===== src/rtl/versus_link_pkg.sv =====
// Shared types and constants for the two-player status link transmitter.
package versus_link_pkg;

  typedef enum logic [2:0] {
    IDLE,
    START,
    DATA,
    PARITY,
    STOP
  } state_t;

  localparam int FRAME_BITS = 11;
  localparam int DATA_BITS  = 8;
  localparam int BIT_IDX_W  = $clog2(DATA_BITS);

  // Status payload layout: {STATE, RESULT, HP}
  localparam int STATE_LSB  = 4;
  localparam int STATE_W    = 4;
  localparam int RESULT_LSB = 2;
  localparam int RESULT_W   = 2;
  localparam int HP_LSB     = 0;
  localparam int HP_W       = 2;

  function automatic logic even_parity(input logic [DATA_BITS-1:0] d);
    return ^d;
  endfunction

endpackage


===== src/rtl/link_baud_gen.sv =====
// Bit-period counter: bit_end marks the last clock of each serial bit.
module link_baud_gen #(
  parameter int CLKS_PER_BIT = 434
) (
  input  logic clk,
  input  logic rst,
  input  logic clr,
  output logic bit_end
);

  localparam int CW = (CLKS_PER_BIT > 1) ? $clog2(CLKS_PER_BIT) : 1;
  localparam logic [CW-1:0] LAST = CW'(CLKS_PER_BIT - 1);

  logic [CW-1:0] cnt;

  always_ff @(posedge clk) begin
    if (rst || clr || bit_end) begin
      cnt <= '0;
    end else begin
      cnt <= cnt + CW'(1);
    end
  end

  // Held in clear while idle, so the first bit of a frame gets a full period.
  assign bit_end = (cnt == LAST) && !clr;

endmodule


===== src/rtl/versus_link_tx.sv =====
// UART-style status transmitter: start, 8 data bits LSB first, even parity, stop,
// with a one-entry pending buffer so an update arriving mid-frame is not lost.
module versus_link_tx
  import versus_link_pkg::*;
#(
  parameter int CLKS_PER_BIT = 434
) (
  input  logic                 CLK,
  input  logic                 RST,
  input  logic                 SEND,
  input  logic [DATA_BITS-1:0] PAYLOAD,
  output logic                 TXD,
  output logic                 BUSY,
  output logic                 DONE,
  output logic                 OVERRUN
);

  localparam logic [BIT_IDX_W-1:0] LAST_IDX = BIT_IDX_W'(DATA_BITS - 1);

  state_t                 state, state_n;
  logic [BIT_IDX_W-1:0]   idx, idx_n;
  logic [DATA_BITS-1:0]   shreg, shreg_n;
  logic [DATA_BITS-1:0]   pend_data, pend_data_n;
  logic [DATA_BITS-1:0]   next_frame;
  logic                   par, par_n;
  logic                   pend_full, pend_full_n;
  logic                   ovr_n;
  logic                   txd_n;
  logic                   bit_end;
  logic                   stop_end;

  link_baud_gen #(
    .CLKS_PER_BIT(CLKS_PER_BIT)
  ) u_baud (
    .clk     (CLK),
    .rst     (RST),
    .clr     (state == IDLE),
    .bit_end (bit_end)
  );

  assign stop_end   = (state == STOP) && bit_end;
  // At the end of a stop bit the pending entry has priority over a fresh SEND.
  assign next_frame = pend_full ? pend_data : PAYLOAD;

  always_comb begin
    state_n     = state;
    idx_n       = idx;
    shreg_n     = shreg;
    par_n       = par;
    pend_full_n = pend_full;
    pend_data_n = pend_data;
    ovr_n       = 1'b0;

    case (state)
      IDLE: begin
        if (SEND) begin
          shreg_n = PAYLOAD;
          par_n   = even_parity(PAYLOAD);
          state_n = START;
        end
      end
      START: begin
        if (bit_end) begin
          idx_n   = '0;
          state_n = DATA;
        end
      end
      DATA: begin
        if (bit_end) begin
          shreg_n = shreg >> 1;
          idx_n   = idx + BIT_IDX_W'(1);
          if (idx == LAST_IDX) begin
            state_n = PARITY;
          end
        end
      end
      PARITY: begin
        if (bit_end) begin
          state_n = STOP;
        end
      end
      STOP: begin
        if (bit_end) begin
          if (pend_full || SEND) begin
            shreg_n     = next_frame;
            par_n       = even_parity(next_frame);
            pend_full_n = 1'b0;
            state_n     = START;
          end else begin
            state_n = IDLE;
          end
        end
      end
      default: state_n = IDLE;
    endcase

    // Consume-then-store: a SEND at stop end refills the slot just emptied.
    if (SEND && (state != IDLE)) begin
      if (stop_end) begin
        if (pend_full) begin
          pend_full_n = 1'b1;
          pend_data_n = PAYLOAD;
        end
      end else if (pend_full) begin
        ovr_n = 1'b1;
      end else begin
        pend_full_n = 1'b1;
        pend_data_n = PAYLOAD;
      end
    end

    case (state_n)
      START:   txd_n = 1'b0;
      DATA:    txd_n = shreg_n[0];
      PARITY:  txd_n = par_n;
      default: txd_n = 1'b1;
    endcase
  end

  // ---- control registers ----
  always_ff @(posedge CLK) begin
    if (RST) begin
      state     <= IDLE;
      idx       <= '0;
      pend_full <= 1'b0;
      OVERRUN   <= 1'b0;
      TXD       <= 1'b1;
    end else begin
      state     <= state_n;
      idx       <= idx_n;
      pend_full <= pend_full_n;
      OVERRUN   <= ovr_n;
      TXD       <= txd_n;
    end
  end

  // ---- data registers ----
  always_ff @(posedge CLK) begin
    shreg     <= shreg_n;
    par       <= par_n;
    pend_data <= pend_data_n;
  end

  assign BUSY = (state != IDLE) || pend_full;
  assign DONE = stop_end;

endmodule

===== config.mk =====
export PLATFORM = sky130hd
export DESIGN_NAME = versus_link_tx
export DESIGN_NICKNAME = d
export VERILOG_FILES = /design/src/rtl/versus_link_pkg.sv /design/src/rtl/link_baud_gen.sv /design/src/rtl/versus_link_tx.sv
export SDC_FILE = /design/constraint.sdc
export NUM_CORES = 1
export LEC_CHECK = 0
export CAP_MARGIN = 10
export CORE_ASPECT_RATIO = 1.2
export CORE_MARGIN = 2
export CORE_UTILIZATION = 67
export CTS_BUF_LIST = sky130_fd_sc_hd__clkbuf_16
export DETAILED_ROUTE_END_ITERATION = 10
export DONT_BUFFER_PORTS = 1
export HOLD_SLACK_MARGIN = 0.08
export PLACE_DENSITY = 0.93
export SYNTH_ARGS = -nofsm -noshare
export SYNTH_HDL_FRONTEND = slang
export SYNTH_SLANG_ARGS = --single-unit

===== constraint.sdc =====
create_clock -name CLK -period 4.2 [get_ports CLK]
set_clock_uncertainty 0.2 [all_clocks]
set_input_delay 0.42 -clock CLK [delete_from_list [all_inputs] [get_ports CLK]]
set_output_delay 0.42 -clock CLK [all_outputs]
set_load 0.005 [all_outputs]

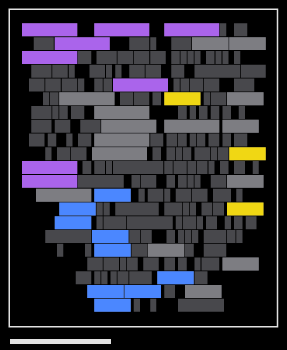
*Sequential cells grouped by signal name, run 1*
Scale bar: 20 microns. Other sequential cells in the stronger grey, the rest of the logic in the fainter grey.
Blue shows u_baud.cnt, flops 9. Purple shows pend_data, flops 8. Yellow shows state, flops 3.
Another 15 sequential cells are not coloured.

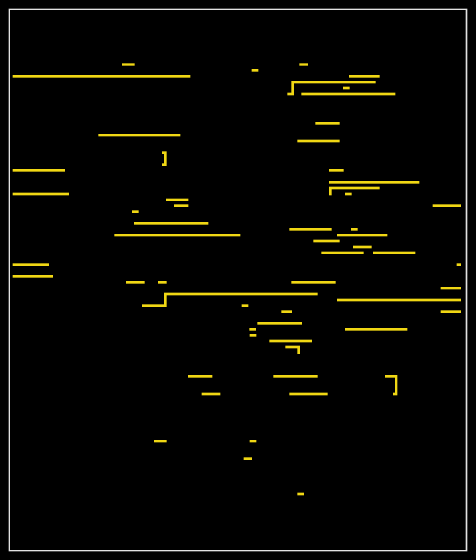
*M3 wires, run 1*
The wires run mostly horizontal. The layer carries 244 microns of wire.

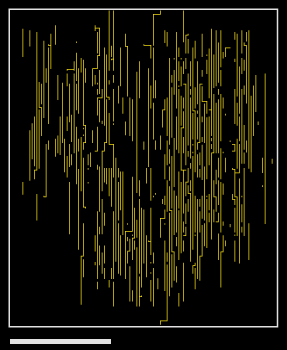
*Met2 routing, run 1*
Scale bar: 20 microns.
The layer holds 49% of the routed length. 186 nets have wire on it.

==> results.toml, run 1 <==
# generated from flow reports
[timing]
tns_ns = 0

[clock_network]
cts-resized-gates = 0
clk_pin_slew_ns = 0.05
clockBufferDepth = 2

[global_routing]
grt_pass1_wl_microns = 7030

[drt]
vias_per_cell = 6.47
wl_per_cell_microns = 18.0
route.detailed.drc = 0
drtAntennaViolNets = 0

[logic_synthesis]
ys_seq_share_pct = 44.7
synth_warnings = 0
edf_count = 15
ys_dominant_reg_cell = "dfxtp_1"
fp_nets = 212

[die]
pin_count = 15
die-area_sq_mm = 0.00329
die_y_microns = 62.4

[placed_design]
place_worst_setup_slack_ns = 1.57

[setup_path]
crit_path_end = "TXD"
startpoint = "u_baud.cnt[0]"
cp_data_arrival_time_ns = 2.65

[finish]
final_util_pct = 74.3
mostFrequentLayoutCells = "nor2_1, dfxtp_1, inv_1"

[status]
status = "finished clean"

[worst_hold_path]
min_path_type = "in -> reg"
worst_hold_path.num_cells = 2
run 1: worst min-delay path by stage:
stage | to
after floorplan | u_baud.cnt[0]
after global placement | idx[0]
after detailed placement | idx[0]
after CTS | par
after global routing | par
final | par
run 1: logic make-up (layout without fill, tap and decap cells):
kind of cell               after synthesis  in the layout  synth area share (%)
buffers and inverters                   23             24                  5.32
and+or+nand+nor                         65             65                  18.6
AOI/OAI and AO/OA                       40             40                  13.9
DFF                                     35             35                  44.7
muxes                                    9              9                  5.26
xor gates and xnor gates                21             21                  9.66
adders and majority gates                4              4                  2.63
run 1: registers in the layout, indices dropped and copies added, names as in the netlist:
register / count
OVERRUN: 1
idx: 3
shreg: 8
par: 1
state: 3
pend_data: 8
pend_full: 1
u_baud.cnt: 9
TXD: 1
run 1: worst max-delay path, stage by stage, from the launching register on:
cell	delay [ns]
dfxtp_1	0.43
ha_1	0.26
nand4bb_4	0.15
or2_1	0.37
a22o_1	0.26
or4_1	0.48
a2111o_1	0.42
run 1: through the flow:
stage                     std cells  hold WS (ns)  cell area, sq um  total power [uW]
final                           232         0.123              2050               806
after detailed placement        223         0.289              1900               458
after global placement          223         0.271              1900               454
after global routing            232         0.141              2050               828
after floorplan                 197         0.256              1900               445
after CTS                       232         0.104              2050               802
run 1: report_power, final:
| part | internal (uW) | switching, uW | leakage, uW | total, uW |
|---|---|---|---|---|
| clock | 214 | 135 | 0.0000762 | 349 |
| sequential | 373 | 13.2 | 0.000306 | 386 |
| combinational | 32.7 | 38.3 | 0.000396 | 71.0 |
| total | 620 | 186 | 0.000778 | 806 |
run 1: metal layers:
| layer | up-vias | GRT usage [%] | share of wire [%] |
|---|---|---|---|
| li1 | 697 | - | - |
| met1 | 692 | 35.1 | 39 |
| met3 | 25 | 5.98 | 5.8 |
| met5 | - | 0 | 0 |
| met2 | 87 | 45.3 | 49 |
| met4 | 0 | 21.8 | 5.8 |
run 1: cell type report:
| class | instances | area [sq um] | area share [%] |
|---|---|---|---|
| clock buffers | 5 | 125 | 6.10 |
| clock inverters | 3 | 12.5 | 0.610 |
| inverters | 15 | 56.3 | 2.75 |
| multi-input cells | 139 | 952 | 46.5 |
| flip-flops and latches | 35 | 851 | 41.5 |
| well taps | 34 | 42.5 | 2.08 |
| repair buffers | 1 | 10.0 | 0.488 |
run 1: synthesized netlist by cell type, types with 2 or more instances:
cell type / instances / area (sq um)
a21oi_1: 7 / 35.0
a22oi_1: 9 / 67.6
and2_1: 2 / 12.5
buf_6: 2 / 22.5
clkbuf_1: 5 / 18.8
dfxtp_1: 20 / 400
edfxtp_1: 15 / 450
ha_1: 4 / 50.1
inv_1: 15 / 56.3
mux2_2: 8 / 90.1
nand2_1: 12 / 45.0
nand2b_1: 2 / 12.5
nand3_1: 4 / 20.0
nand4_1: 3 / 18.8
nor2_1: 23 / 86.3
nor2b_1: 2 / 12.5
nor3_1: 6 / 30.0
nor4_1: 2 / 12.5
o21ai_0: 13 / 65.1
o41ai_1: 2 / 17.5
or3_1: 2 / 12.5
xnor2_1: 13 / 114
xor2_1: 8 / 70.1
### Routing congestion, run 1

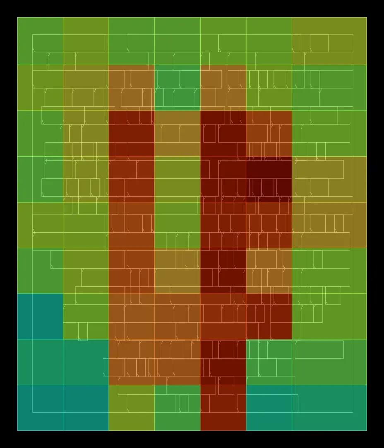

==> run 2: changes to the inputs <==
--- a/config.mk
+++ b/config.mk
@@ -8,12 +8,12 @@
 export CAP_MARGIN = 10
 export CORE_ASPECT_RATIO = 1.2
 export CORE_MARGIN = 2
-export CORE_UTILIZATION = 67
+export CORE_UTILIZATION = 56
 export CTS_BUF_LIST = sky130_fd_sc_hd__clkbuf_16
 export DETAILED_ROUTE_END_ITERATION = 10
 export DONT_BUFFER_PORTS = 1
 export HOLD_SLACK_MARGIN = 0.08
-export PLACE_DENSITY = 0.93
+export PLACE_DENSITY = 0.84
 export SYNTH_ARGS = -nofsm -noshare
 export SYNTH_HDL_FRONTEND = slang
 export SYNTH_SLANG_ARGS = --single-unit
==> constraint.sdc (replaced) <==
create_clock -name CLK -period 2.4 [get_ports CLK]
set_clock_uncertainty 0.2 [all_clocks]
set_input_delay 0.24 -clock CLK [delete_from_list [all_inputs] [get_ports CLK]]
set_output_delay 0.24 -clock CLK [all_outputs]
set_load 0.005 [all_outputs]
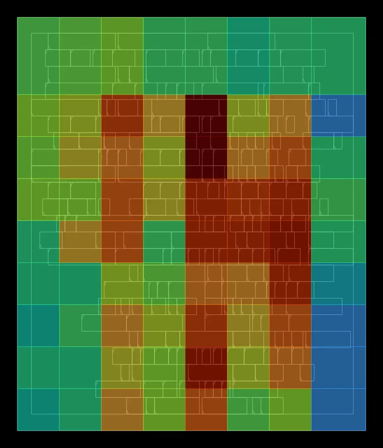
*Routing congestion, run 2*
GR peak layer: met2
GR Util met2: 42.1%

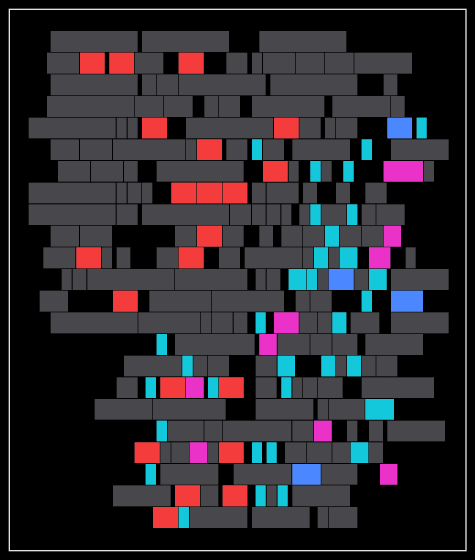
*Gate families picked out, run 2*
Blue shows non-inverting ao/oa cells, cells 4. Cyan shows nor cells, cells 33. Red shows xor and xnor cells, cells 21. Magenta shows and/or cells, cells 9.

==> run 2 against run 1 <==
Synthesized cell count stayed put. Final area increased by 12%. Setup slack lost 1.4 ns. Core utilization fell by 4.9 points. Die size rose by 18%. Register-to-register slack worse by 1.4 ns. Hold slack gained 0.0020 ns. Wire length increased by 7.4%. Global-route usage decreased by 4.7 points. Largest power group unchanged. Highest routed layer unchanged.
==> results.toml, run 2 <==
# generated from flow reports
[setup_path]
crit_buf_inv = 4
startpoint = "u_baud.cnt[1]"
cp_data_arrival_time_ns = 2.11
critical_path_cell_count = 9
cpLargestDelayFamily = "buffers and inverters"
slowest_delay_ns = 0.34
path_common_cell = "buf_4"
worst_path_max_delay_cell = "o32a_1"
worstPathCellList = "inv_1, ha_4, nand4bb_4, or2_4, buf_4, buf_4, o32a_1, nor2_2, buf_6"
crit_path_end = "shreg[3]"

[finish]
largest_registers = "u_baud.cnt (9), pend_data (8), shreg (8)"
final_cell_area_sq_mm = 0.00230
largest_register_ffs = 9
mostFrequentLayoutCells = "nor2_1, dfxtp_1, inv_1, edfxtp_1, buf_4"
regArea_sq_um = 853
top_register = "u_baud.cnt"

[logic_synthesis]
ys_dominant_reg_cell = "dfxtp_1"
ys_seq_share_pct = 44.7
edf_count = 15
synth_warnings = 0
ys_top_cells_by_count = "nor2_1, dfxtp_1, edfxtp_1, inv_1"
top_cells_by_area = "edfxtp_1, dfxtp_1, xnor2_1, mux2_2, nor2_1"
synthMostInstantiatedCell = "nor2_1"
synthDominantCellAreaShare_pct = 23.7
fp_nets = 212
top_area_cell = "edfxtp_1"

[power]
seqPwrFrac_pct = 45.9
p_int_uw = 1110
clkPwrFrac_pct = 43.2
total_power_uw = 1450
comb_power_share_pct = 10.9
pwr_density_cell_mw_per_mm2 = 634
netSwitchingPower_uw = 347
sw_frac_of_total_pct = 23.9

[run]
openroad.warnings = 28

[clock_network]
clockBufferDepth = 2

[placed_design]
place_worst_setup_slack_ns = 0.0393

[drt]
vias_per_cell = 6.00
wl_per_cell_microns = 17.3
route.detailed.drc = 0
drtAntennaViolNets = 0

[worst_hold_path]
min_path_type = "in -> reg"

[global_routing]
grt_pass1_wl_microns = 7130
grt_usage_pct = 24.7

[die]
die-area_sq_mm = 0.00389
pin_count = 15
die_y_microns = 67.9

[timing]
tns_ns = 0
whs_ns = 0.125

[status]
status = "finished clean"
## run 2: power by group through the flow
| stage | clock network (uW) | logic (uW) | registers, uW |
|---|---|---|---|
| 6_report | 628 | 159 | 668 |
| 2_1_floorplan | 0 | 103 | 675 |
| 5_1_grt | 654 | 172 | 670 |
| 3_3_place_gp | 0 | 127 | 678 |
| 4_1_cts | 629 | 150 | 667 |
| 3_5_place_dp | 0 | 131 | 679 |
## run 2: worst reg2reg max path, cell delays in order, from the launching register on
cell	delay, ns
dfxtp_2	0.31
inv_1	0.08
ha_4	0.14
nand4bb_4	0.14
or2_4	0.28
buf_4	0.14
buf_4	0.15
o32a_1	0.34
nor2_2	0.10
buf_6	0.15
## run 2: final cells by class
class | instances | area share [%]
multi-input combinational | 139 | 42.5
sequential | 35 | 37.2
timing repair buffer | 26 | 9.75
clock buffer | 5 | 5.45
inverter | 15 | 2.45
tap | 37 | 2.02
clock inverter | 3 | 0.708
## run 2: cells by family after synthesis
logic type | Yosys count | synth area share (%)
AND/OR/NAND/NOR | 65 | 18.6
AND-OR/OR-AND | 40 | 13.9
flip-flops | 35 | 44.7
buffers and inverters | 23 | 5.32
XOR/XNOR | 21 | 9.66
multiplexers | 9 | 5.26
adder cells (fa/ha/maj) | 4 | 2.63
## run 2: how the worst min path moves through the flow
stage,from,to,cells past startpoint
after floorplan,SEND,par,2
after global placement,RST,idx[0],1
after detailed placement,RST,idx[0],1
after CTS,PAYLOAD[0],shreg[0],4
after global routing,PAYLOAD[0],shreg[0],4
final,PAYLOAD[0],shreg[0],4
## run 2: routing by layer
metal	routed length (microns)	global-route usage, %	vias to the layer above
met5	0	0	-
met3	196	6.43	11
met4	129	12.8	0
met1	1900	28.9	757
li1	-	-	746
met2	2270	42.1	47
## run 2: timing repair
action,CTS,global route
resized,0,7
hold endpoints to repair,25,0
buffers inserted,0,1
hold buffers,10,0
endpoints found under the setup margin,0,1
## run 2: through the flow
stage | util (%) | cells
after floorplan | - | 197
after global placement | 61.1 | 241
after detailed placement | 61.1 | 241
after CTS | 68.4 | 259
after global routing | 69.4 | 260
final | 69.4 | 260
Power is estimated from default activity; no workload was simulated.
